run_1/final_congestion.png
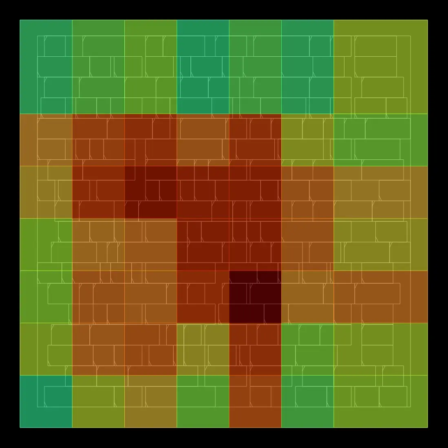
run_1/metal_stack.png
Two of the layers only.
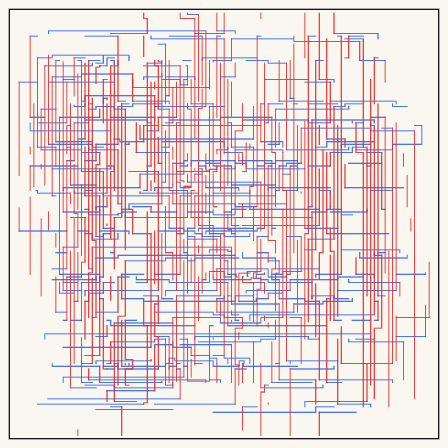
run_1/zoom.png
Window x 28 to 53, y 1 to 26 µm. Cells in gray, sequential cells in the stronger gray; small squares are vias.
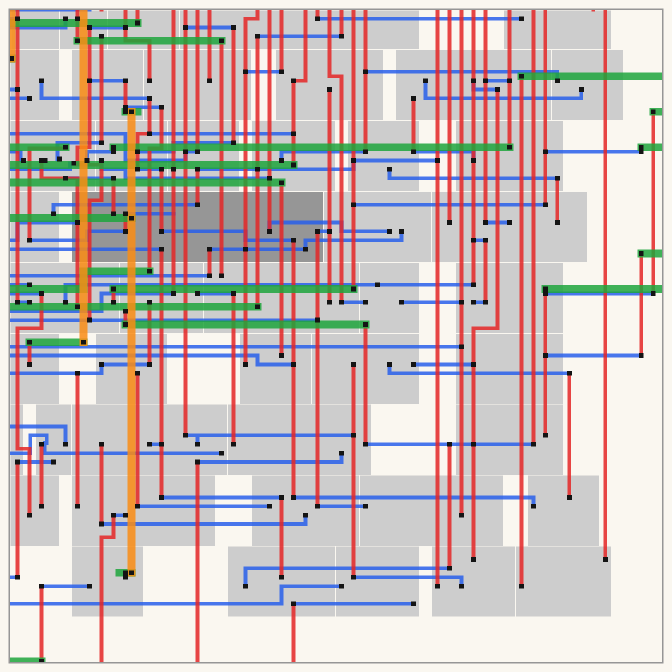
## src/rtl/multicycle_pkg.sv

```systemverilog
// ============================================================================
//  Module   : multicycle_pkg
//  Purpose  : Shared state encoding, opcodes and datapath select codes for the
//             multi-cycle RV32I control unit, alu_control and the datapath.
//  Revision : 1.0 - initial release
// ============================================================================
`default_nettype none

package multicycle_pkg;

  typedef enum logic [3:0] {
    S_IDLE      = 4'd0,
    S_FETCH     = 4'd1,
    S_DECODE    = 4'd2,
    S_EXEC_R    = 4'd3,
    S_EXEC_I    = 4'd4,
    S_MEM_ADDR  = 4'd5,
    S_MEM_READ  = 4'd6,
    S_MEM_WB    = 4'd7,
    S_MEM_WRITE = 4'd8,
    S_ALU_WB    = 4'd9,
    S_BRANCH    = 4'd10,
    S_JAL       = 4'd11,
    S_TRAP      = 4'd12
  } state_e;

  localparam logic [6:0] OPC_OP     = 7'b0110011;
  localparam logic [6:0] OPC_OP_IMM = 7'b0010011;
  localparam logic [6:0] OPC_LOAD   = 7'b0000011;
  localparam logic [6:0] OPC_STORE  = 7'b0100011;
  localparam logic [6:0] OPC_BRANCH = 7'b1100011;
  localparam logic [6:0] OPC_JAL    = 7'b1101111;
  localparam logic [6:0] OPC_LUI    = 7'b0110111;
  localparam logic [6:0] OPC_AUIPC  = 7'b0010111;

  localparam logic [1:0] ALU_SRC_A_PC    = 2'b00;
  localparam logic [1:0] ALU_SRC_A_OLDPC = 2'b01;
  localparam logic [1:0] ALU_SRC_A_RS1   = 2'b10;

  localparam logic [1:0] ALU_SRC_B_RS2    = 2'b00;
  localparam logic [1:0] ALU_SRC_B_IMM    = 2'b01;
  localparam logic [1:0] ALU_SRC_B_CONST4 = 2'b10;

  localparam logic [1:0] ALU_OP_ADD   = 2'b00;
  localparam logic [1:0] ALU_OP_SUB   = 2'b01;
  localparam logic [1:0] ALU_OP_FUNCT = 2'b10;

  localparam logic [1:0] RESULT_SRC_ALUOUT  = 2'b00;
  localparam logic [1:0] RESULT_SRC_MEMDATA = 2'b01;
  localparam logic [1:0] RESULT_SRC_ALURES  = 2'b10;

  localparam logic [2:0] IMM_I = 3'd0;
  localparam logic [2:0] IMM_S = 3'd1;
  localparam logic [2:0] IMM_B = 3'd2;
  localparam logic [2:0] IMM_U = 3'd3;
  localparam logic [2:0] IMM_J = 3'd4;

  // Immediate format implied by the major opcode; formats without an
  // immediate fall back to I, which the datapath ignores.
  function automatic logic [2:0] imm_type_of(input logic [6:0] opc);
    logic [2:0] t;
    t = IMM_I;
    case (opc)
      OPC_STORE:           t = IMM_S;
      OPC_BRANCH:          t = IMM_B;
      OPC_LUI, OPC_AUIPC:  t = IMM_U;
      OPC_JAL:             t = IMM_J;
      default:             t = IMM_I;
    endcase
    return t;
  endfunction

endpackage

`default_nettype wire

```

## src/rtl/mem_wait_timer.sv

```systemverilog
// ============================================================================
//  Module   : mem_wait_timer
//  Purpose  : Counts consecutive cycles a memory state waits for mem_ready and
//             flags expiry when the count reaches MEM_TIMEOUT.
//  Revision : 1.0 - initial release
// ============================================================================
`default_nettype none

module mem_wait_timer #(
  parameter int MEM_TIMEOUT = 15
) (
  input  logic clk,
  input  logic rst_n,
  input  logic waiting,
  input  logic done,
  output logic expired
);

  generate
    if (MEM_TIMEOUT > 0) begin : g_timeout
      localparam int CW = $clog2(MEM_TIMEOUT + 1);
      localparam logic [CW-1:0] C_LIMIT = CW'(MEM_TIMEOUT);

      logic [CW-1:0] count_q;
      logic [CW-1:0] count_d;
      logic          hit;

      // Expiry needs the limit reached with no completion this cycle; the
      // counter restarts on completion, on leaving a wait state or on expiry
      // (expiry re-enters FETCH, so there is no state change to clear it).
      always_comb begin
        hit     = waiting && !done && (count_q == C_LIMIT);
        count_d = count_q;
        if (!waiting || done || hit) begin
          count_d = '0;
        end else begin
          count_d = count_q + CW'(1);
        end
      end

      // Wait counter register.
      always_ff @(posedge clk or negedge rst_n) begin
        if (!rst_n) begin
          count_q <= '0;
        end else begin
          count_q <= count_d;
        end
      end

      assign expired = hit;
    end else begin : g_no_timeout
      logic unused_inputs;
      assign unused_inputs = ^{clk, rst_n, waiting, done};
      assign expired       = 1'b0;
    end
  endgenerate

endmodule

`default_nettype wire

```

## src/rtl/multicycle_control_unit.sv

```systemverilog
// ============================================================================
//  Module   : multicycle_control_unit
//  Purpose  : Moore FSM sequencing RV32I R/OP-IMM/LOAD/STORE/BRANCH/JAL over
//             the multi-cycle datapath with a req/ready memory handshake.
//  Revision : 1.0 - initial release
// ============================================================================
`default_nettype none

module multicycle_control_unit
  import multicycle_pkg::*;
#(
  parameter int MEM_TIMEOUT = 15,
  parameter bit ENABLE_JAL  = 1'b1
) (
  input  logic       clk,
  input  logic       rst_n,
  input  logic [6:0] opcode,
  input  logic       mem_ready,
  output logic       pc_write,
  output logic       branch,
  output logic       ir_write,
  output logic       reg_write,
  output logic       mem_req,
  output logic       mem_we,
  output logic       adr_src,
  output logic [1:0] alu_src_a,
  output logic [1:0] alu_src_b,
  output logic [1:0] alu_op,
  output logic [1:0] result_src,
  output logic [2:0] imm_type,
  output logic       instr_done,
  output logic       illegal_instr,
  output logic       bus_error
);

  state_e state_q, state_d;
  logic   bus_error_q, bus_error_d;
  logic   waiting;
  logic   expired;

  assign waiting = (state_q == S_FETCH) || (state_q == S_MEM_READ) ||
                   (state_q == S_MEM_WRITE);

  mem_wait_timer #(
    .MEM_TIMEOUT (MEM_TIMEOUT)
  ) u_mem_wait_timer (
    .clk     (clk),
    .rst_n   (rst_n),
    .waiting (waiting),
    .done    (mem_ready),
    .expired (expired)
  );

  // Next-state selection; an expired memory wait always falls back to FETCH.
  always_comb begin
    state_d     = state_q;
    bus_error_d = expired;
    case (state_q)
      S_IDLE:   state_d = S_FETCH;
      S_FETCH: begin
        if (mem_ready) state_d = S_DECODE;
      end
      S_DECODE: begin
        case (opcode)
          OPC_OP:               state_d = S_EXEC_R;
          OPC_OP_IMM:           state_d = S_EXEC_I;
          OPC_LOAD, OPC_STORE:  state_d = S_MEM_ADDR;
          OPC_BRANCH:           state_d = S_BRANCH;
          OPC_JAL:              state_d = ENABLE_JAL ? S_JAL : S_TRAP;
          default:              state_d = S_TRAP;
        endcase
      end
      S_EXEC_R, S_EXEC_I: state_d = S_ALU_WB;
      S_MEM_ADDR: state_d = (opcode == OPC_STORE) ? S_MEM_WRITE : S_MEM_READ;
      S_MEM_READ: begin
        if (mem_ready)    state_d = S_MEM_WB;
        else if (expired) state_d = S_FETCH;
      end
      S_MEM_WRITE: begin
        if (mem_ready || expired) state_d = S_FETCH;
      end
      S_JAL:    state_d = S_ALU_WB;
      S_MEM_WB, S_ALU_WB, S_BRANCH, S_TRAP: state_d = S_FETCH;
      default:  state_d = S_IDLE;
    endcase
  end

  // State register plus the registered one-cycle bus_error flag.
  always_ff @(posedge clk or negedge rst_n) begin
    if (!rst_n) begin
      state_q     <= S_IDLE;
      bus_error_q <= 1'b0;
    end else begin
      state_q     <= state_d;
      bus_error_q <= bus_error_d;
    end
  end

  // Output decode from the registered state; only the handshake completion
  // strobes look at mem_ready, and DECODE/MEM_ADDR look at the held opcode.
  always_comb begin
    pc_write      = 1'b0;
    branch        = 1'b0;
    ir_write      = 1'b0;
    reg_write     = 1'b0;
    mem_req       = 1'b0;
    mem_we        = 1'b0;
    adr_src       = 1'b0;
    alu_src_a     = ALU_SRC_A_PC;
    alu_src_b     = ALU_SRC_B_RS2;
    alu_op        = ALU_OP_ADD;
    result_src    = RESULT_SRC_ALUOUT;
    imm_type      = IMM_I;
    instr_done    = 1'b0;
    illegal_instr = 1'b0;
    bus_error     = bus_error_q;
    case (state_q)
      S_FETCH: begin
        mem_req    = 1'b1;
        alu_src_a  = ALU_SRC_A_PC;
        alu_src_b  = ALU_SRC_B_CONST4;
        result_src = RESULT_SRC_ALURES;
        ir_write   = mem_ready;
        pc_write   = mem_ready;
      end
      S_DECODE: begin
        alu_src_a = ALU_SRC_A_OLDPC;
        alu_src_b = ALU_SRC_B_IMM;
        imm_type  = imm_type_of(opcode);
      end
      S_EXEC_R: begin
        alu_src_a = ALU_SRC_A_RS1;
        alu_src_b = ALU_SRC_B_RS2;
        alu_op    = ALU_OP_FUNCT;
      end
      S_EXEC_I: begin
        alu_src_a = ALU_SRC_A_RS1;
        alu_src_b = ALU_SRC_B_IMM;
        alu_op    = ALU_OP_FUNCT;
      end
      S_MEM_ADDR: begin
        alu_src_a = ALU_SRC_A_RS1;
        alu_src_b = ALU_SRC_B_IMM;
        imm_type  = (opcode == OPC_STORE) ? IMM_S : IMM_I;
      end
      S_MEM_READ: begin
        mem_req = 1'b1;
        adr_src = 1'b1;
      end
      S_MEM_WB: begin
        result_src = RESULT_SRC_MEMDATA;
        reg_write  = 1'b1;
        instr_done = 1'b1;
      end
      S_MEM_WRITE: begin
        mem_req    = 1'b1;
        mem_we     = 1'b1;
        adr_src    = 1'b1;
        instr_done = mem_ready;
      end
      S_ALU_WB: begin
        reg_write  = 1'b1;
        instr_done = 1'b1;
      end
      S_BRANCH: begin
        alu_src_a  = ALU_SRC_A_RS1;
        alu_src_b  = ALU_SRC_B_RS2;
        alu_op     = ALU_OP_SUB;
        branch     = 1'b1;
        instr_done = 1'b1;
      end
      S_JAL: begin
        alu_src_a = ALU_SRC_A_OLDPC;
        alu_src_b = ALU_SRC_B_CONST4;
        pc_write  = 1'b1;
        imm_type  = IMM_J;
      end
      S_TRAP: begin
        illegal_instr = 1'b1;
        instr_done    = 1'b1;
      end
      default: ;
    endcase
  end

endmodule

`default_nettype wire

```

## config.mk

```make
export PLATFORM = sky130hd
export DESIGN_NAME = multicycle_control_unit
export DESIGN_NICKNAME = d
export VERILOG_FILES = /design/src/rtl/multicycle_pkg.sv /design/src/rtl/mem_wait_timer.sv /design/src/rtl/multicycle_control_unit.sv
export SDC_FILE = /design/constraint.sdc
export NUM_CORES = 1
export LEC_CHECK = 0
export CAP_MARGIN = 10
export CORE_MARGIN = 2
export CORE_UTILIZATION = 35
export CTS_CLUSTER_DIAMETER = 100
export CTS_CLUSTER_SIZE = 14
export DETAILED_ROUTE_END_ITERATION = 7
export GPL_TIMING_DRIVEN = 0
export HOLD_SLACK_MARGIN = 0.02
export PLACE_DENSITY_LB_ADDON = 0.25
export SYNTH_ARGS = -nofsm -noshare
export SYNTH_HDL_FRONTEND = slang
export SYNTH_SLANG_ARGS = --single-unit
```

## constraint.sdc

```tcl
create_clock -name clk -period 1.4 [get_ports clk]
set_input_delay 0.21 -clock clk [delete_from_list [all_inputs] [get_ports clk]]
set_output_delay 0.21 -clock clk [all_outputs]
set_load 0.05 [all_outputs]
```

==> results_dict.tcl, run 1 <==
# collected from the flow reports
set metrics [dict create \
    cts_buffers 3 \
    pwr-share-comb_pct 87.4 \
    yosys.area_share.simple_pct 35.4 \
    edf_count 0 \
    die_h_um 53.8 \
    rsz0062_at_grt "true" \
    met3_length_um 457 \
    cap_violations 0 \
    dominant_cells "logic gates" \
    die_w_um 53.8 \
    grt_pass1_wl_um 5620 \
    synth.net_count 127 \
    p_clk_w 0.000216 \
    seq_area_um2 229 \
    ant_nets 0 \
    final_area_mm2 0.00210 \
    logic_family "simple AND/OR/NAND/NOR gates" \
    drc 0 \
    drt-met1-wl_um 1690 \
    inverters 6 \
    power_w 0.00540 \
    comb_share_pct 46.7 \
    antenna_found_initial 0 \
    post_synth.cell_area_avg_um2 7.47 \
    gp_congestion 0.880 \
    root_buffer "clkbuf_4" \
    placed_area_mm2 0.00145 \
    area_leaders "dfrtp_1 (26%), nor3_1 (6.9%), nor2_1 (5.2%)" \
    setup_tns_ns -9.58 \
    r2r_slack_ns -0.49 \
    ys_warn_count 0 \
    crit_type "reg -> out" \
    dp_hpwl_um 2120 \
    clkbuf_count 4 \
    cts.sinks 9 \
    fin_skew_ns 0.0168 \
    ctsResizeCount 189 \
    syn_inst 116 \
    grt-ovfl-total 0 \
    critPathTopFamily "simple AND/OR/NAND/NOR gates" \
    coreArea_mm2 0.00241 \
    crit_top_cell "nor3_4" \
    first_iter_violations 49 \
    chipArea_mm2 0.00289 \
    n_all_buffers 73 \
    syn2layout_area_growth_pct 142 \
    fin_util_pct 87.2 \
    crit_path_max_incr_delay_ns 0.45 \
    yosys.cell_types.count 46 \
    path_cells "clkbuf_4 -> nor3_4 -> nand3_2 -> nor3_4 -> buf_6" \
    power_density_mw_per_mm2 2570 \
    top_power_group "combinational logic" \
    pg_comb_w 0.00472 \
    crit-reg2reg-launch "state_q[1]" \
    ys_sh_mux_pct 0 \
    peakVddDrop_uv 1850 \
    failed_checks "negative setup slack" \
    ff_count 9 \
    clk_pin_slew_ns 0.07 \
    adder_share_pct 1.44 \
    port_buffers 30 \
    setup_ws_ns -0.559 \
    grtUsageMet1_pct 32.5 \
    status "finished with violations" \
    drv_slew 0 \
    seq_share_pct 10.9 \
    ys_seq_share_pct 26.0 \
    reg2regPathDepth 7 \
    finalHoldViolations 0 \
    hold_class "in -> async" \
    rows 18 \
    ys_sh_xor_pct 3.03 \
    nets 198 \
    power.share.clock_pct 4.0 \
    p_sw_share_pct 52.2 \
    crit_end "imm_type[1]" \
    logic_gate_count 94 \
    buf_share_pct 37.2 \
    fill_cells 117 \
    grt_start_max_net_pins 11 \
    startpoint_type "register" \
    crit_arrival_ns 1.75 \
    hold_ws_ns 0.230 \
    cts_hold_buf 0 \
    post-cts-setup-buffer-count 17 \
    synth_top_cell_by_area "dfrtp_1" \
    ys_top_cells_by_count "nor2_1 (12), nor3_1 (12), dfrtp_1 (9)" \
    cp_slowest_cell "dfrtp_1" \
    crit_buf_inv 2 \
    pwr-share-seq_pct 8.6 \
    lay_top_count "buf_4" \
    flop_cell "dfrtp_1" \
    crit_fanout 5 \
    netSwitchingPower_w 0.00282 \
    warnings 29 \
    clkLatencyLatePin_ns 0.28 \
    worst_pin_slew_ns 0.488 \
    finalSetupViolations 28 \
    layout.cells.non_filler 216 \
    via_count 1326 \
    seq-power_w 0.000466 \
    path_depth 5 \
    aoi_share_pct 26.8 \
    grt_pass1_vias 1170 \
    ys_seq_elements 9 \
    htreeDepth 1 \
    gr-max-usage-layer "met2" \
    vias_per_cell 6.14 \
    clockBufferDepth 2 \
    syn_area_um2 867 \
    area_share_clock_buf_inv_pct 1.25 \
    cts_tree "yes" \
    lay_top_cells "buf_4 (25), buf_6 (22), buf_8 (13)" \
    p_leak_nw 0.876 \
    layout-drive-gt1-share_pct 68.8 \
    finalCriticalPeriod_ns 1.96 \
    crit_path_end_kind "primary output" \
    io_pins 31 \
    crit_start "state_q[3]" \
    taps 30 \
    post-route-period-util_pct 140 \
    post-place-ws_ns -1.29 \
    synth_chip_area_um2 867 \
]
About final_congestion.png:
met3 Usage GRT: 5.83%
wire length per cell: 22.3 µm
M2 GR Usage: 49.4%
global-route usage over all layers: 27.5%

About metal_stack.png:
[met2] red | wire length: 2,450 µm
[met1] blue | wire length: 1,690 µm

About zoom.png:
[met4] orange
[met3] green
[met2] red
[met1] blue
most frequent: buf_6 (8), buf_4 (6), or2_4 (4)
cells with their middle in the window: 43
sequential cells in the window: 1
netlist names of flops here include: `state_q` (1)

## Run 2: what changed since run 1
--- a/config.mk
+++ b/config.mk
@@ -11,7 +11,6 @@
 export CTS_CLUSTER_DIAMETER = 100
 export CTS_CLUSTER_SIZE = 14
 export DETAILED_ROUTE_END_ITERATION = 7
-export GPL_TIMING_DRIVEN = 0
 export HOLD_SLACK_MARGIN = 0.02
 export PLACE_DENSITY_LB_ADDON = 0.25
 export SYNTH_ARGS = -nofsm -noshare
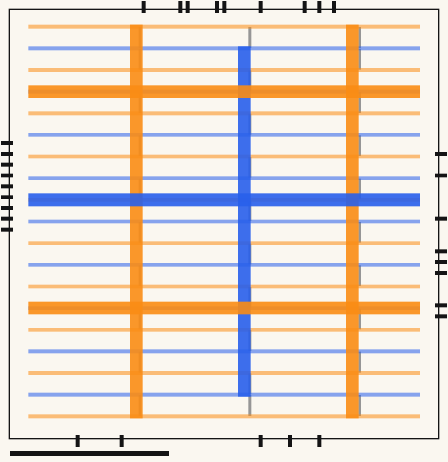
run_2/pdn.png
Scale bar: 20 µm. Pins as bars on the die edge. Tap cells in gray.
[VDD] blue
[VSS] orange
signal pins: 31
met4 straps: 3
met5 straps: 3
tap cells: 30
rows: 18

==> results_dict.tcl, run 2 <==
# collected from the flow reports
set metrics [dict create \
    status "finished with violations" \
    failed_checks "negative setup slack" \
    layout.cells.non_filler 235 \
    crit-reg2reg-launch "state_q[1]" \
    clk_pin_slew_ns 0.06 \
    lay_top_count "buf_4" \
    pwr-share-seq_pct 8.4 \
    grt_pass1_wl_um 6910 \
    path_depth 4 \
    post_synth.cell_area_avg_um2 7.47 \
    worst_pin_slew_ns 0.525 \
    lay_top_cells "buf_4 (45), buf_12 (19), buf_6 (17)" \
    ys_warn_count 0 \
    synth_chip_area_um2 867 \
    p_sw_share_pct 50.6 \
    p_leak_nw 0.988 \
    r2r_slack_ns -0.35 \
    crit_arrival_ns 1.72 \
    n_all_buffers 92 \
    crit_type "reg -> out" \
    cp_slowest_cell "dfrtp_2" \
    post-place-ws_ns -0.563 \
    flop_cell "dfrtp_1" \
    fill_cells 51 \
    yosys.cell_types.count 46 \
    peakVddDrop_uv 2430 \
    ctsResizeCount 46 \
    cts_buffers 3 \
    hold_class "in -> async" \
    crit_start "state_q[1]" \
    buf_share_pct 44.7 \
    ys_sh_xor_pct 3.03 \
    clockBufferDepth 2 \
    grtUsageMet2_pct 59.6 \
    logic_gate_count 94 \
    post-cts-setup-buffer-count 11 \
    inverters 6 \
    crit_end "mem_req" \
    chipArea_mm2 0.00289 \
    via_count 1467 \
    setup_ws_ns -0.529 \
    finalSetupViolations 29 \
    power_density_mw_per_mm2 2440 \
    layout-drive-gt1-share_pct 70.2 \
    comb_share_pct 41.3 \
    taps 30 \
    ys_top_cells_by_count "nor2_1 (12), nor3_1 (12), dfrtp_1 (9)" \
    fin_skew_ns 0.00300 \
    hold_ws_ns 0.245 \
    logic_family "simple AND/OR/NAND/NOR gates" \
    gr-max-usage-layer "met2" \
    cts_hold_buf 0 \
    critPathTopFamily "simple AND/OR/NAND/NOR gates" \
    seq-power_w 0.000478 \
    antenna_found_initial 0 \
    io_pins 31 \
    crit_path_end_kind "primary output" \
    reg2regPathDepth 5 \
    finalCriticalPeriod_ns 1.93 \
    final_area_mm2 0.00232 \
    dp_hpwl_um 2670 \
    die_h_um 53.8 \
    ys_sh_mux_pct 0 \
    cap_violations 0 \
    grtUsageMet1_pct 35.5 \
    ys_seq_elements 9 \
    crit_buf_inv 1 \
    die_w_um 53.8 \
    netSwitchingPower_w 0.00286 \
    adder_share_pct 1.44 \
    cts.sinks 9 \
    area_leaders "dfrtp_1 (26%), nor3_1 (6.9%), nor2_1 (5.2%)" \
    path_cells "or3b_4 -> a21oi_4 -> or2_4 -> buf_12" \
    seq_area_um2 229 \
]
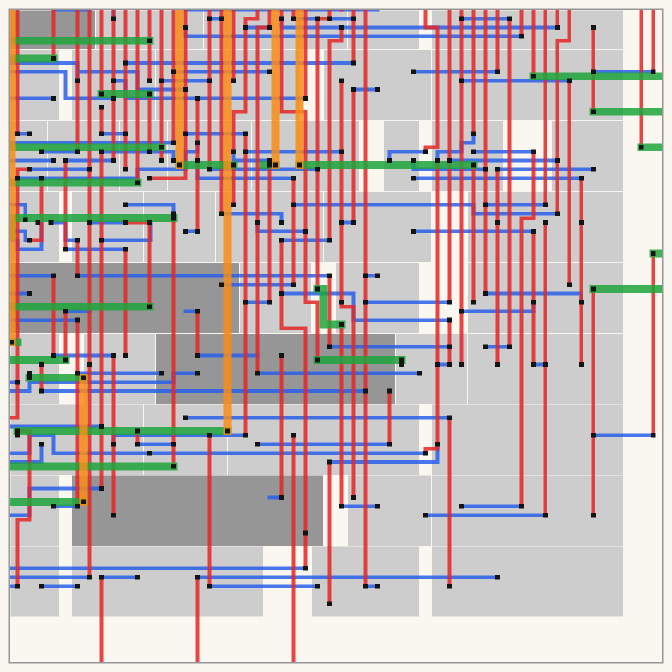
run_2/zoom.png
Window x 28 to 53, y 1 to 26 µm. Cells in gray, sequential cells in the stronger gray; small squares are vias.
[met4] orange
[met1] blue
[met3] green
[met2] red
sequential cells in the window: 3
cells with their middle in the window: 44
most frequent: buf_4 (11), buf_12 (7)
netlist names of flops here include: `state_q` (2), `bus_error` (1)

Power figures rest on the tool's default switching activity, not on a simulated workload.
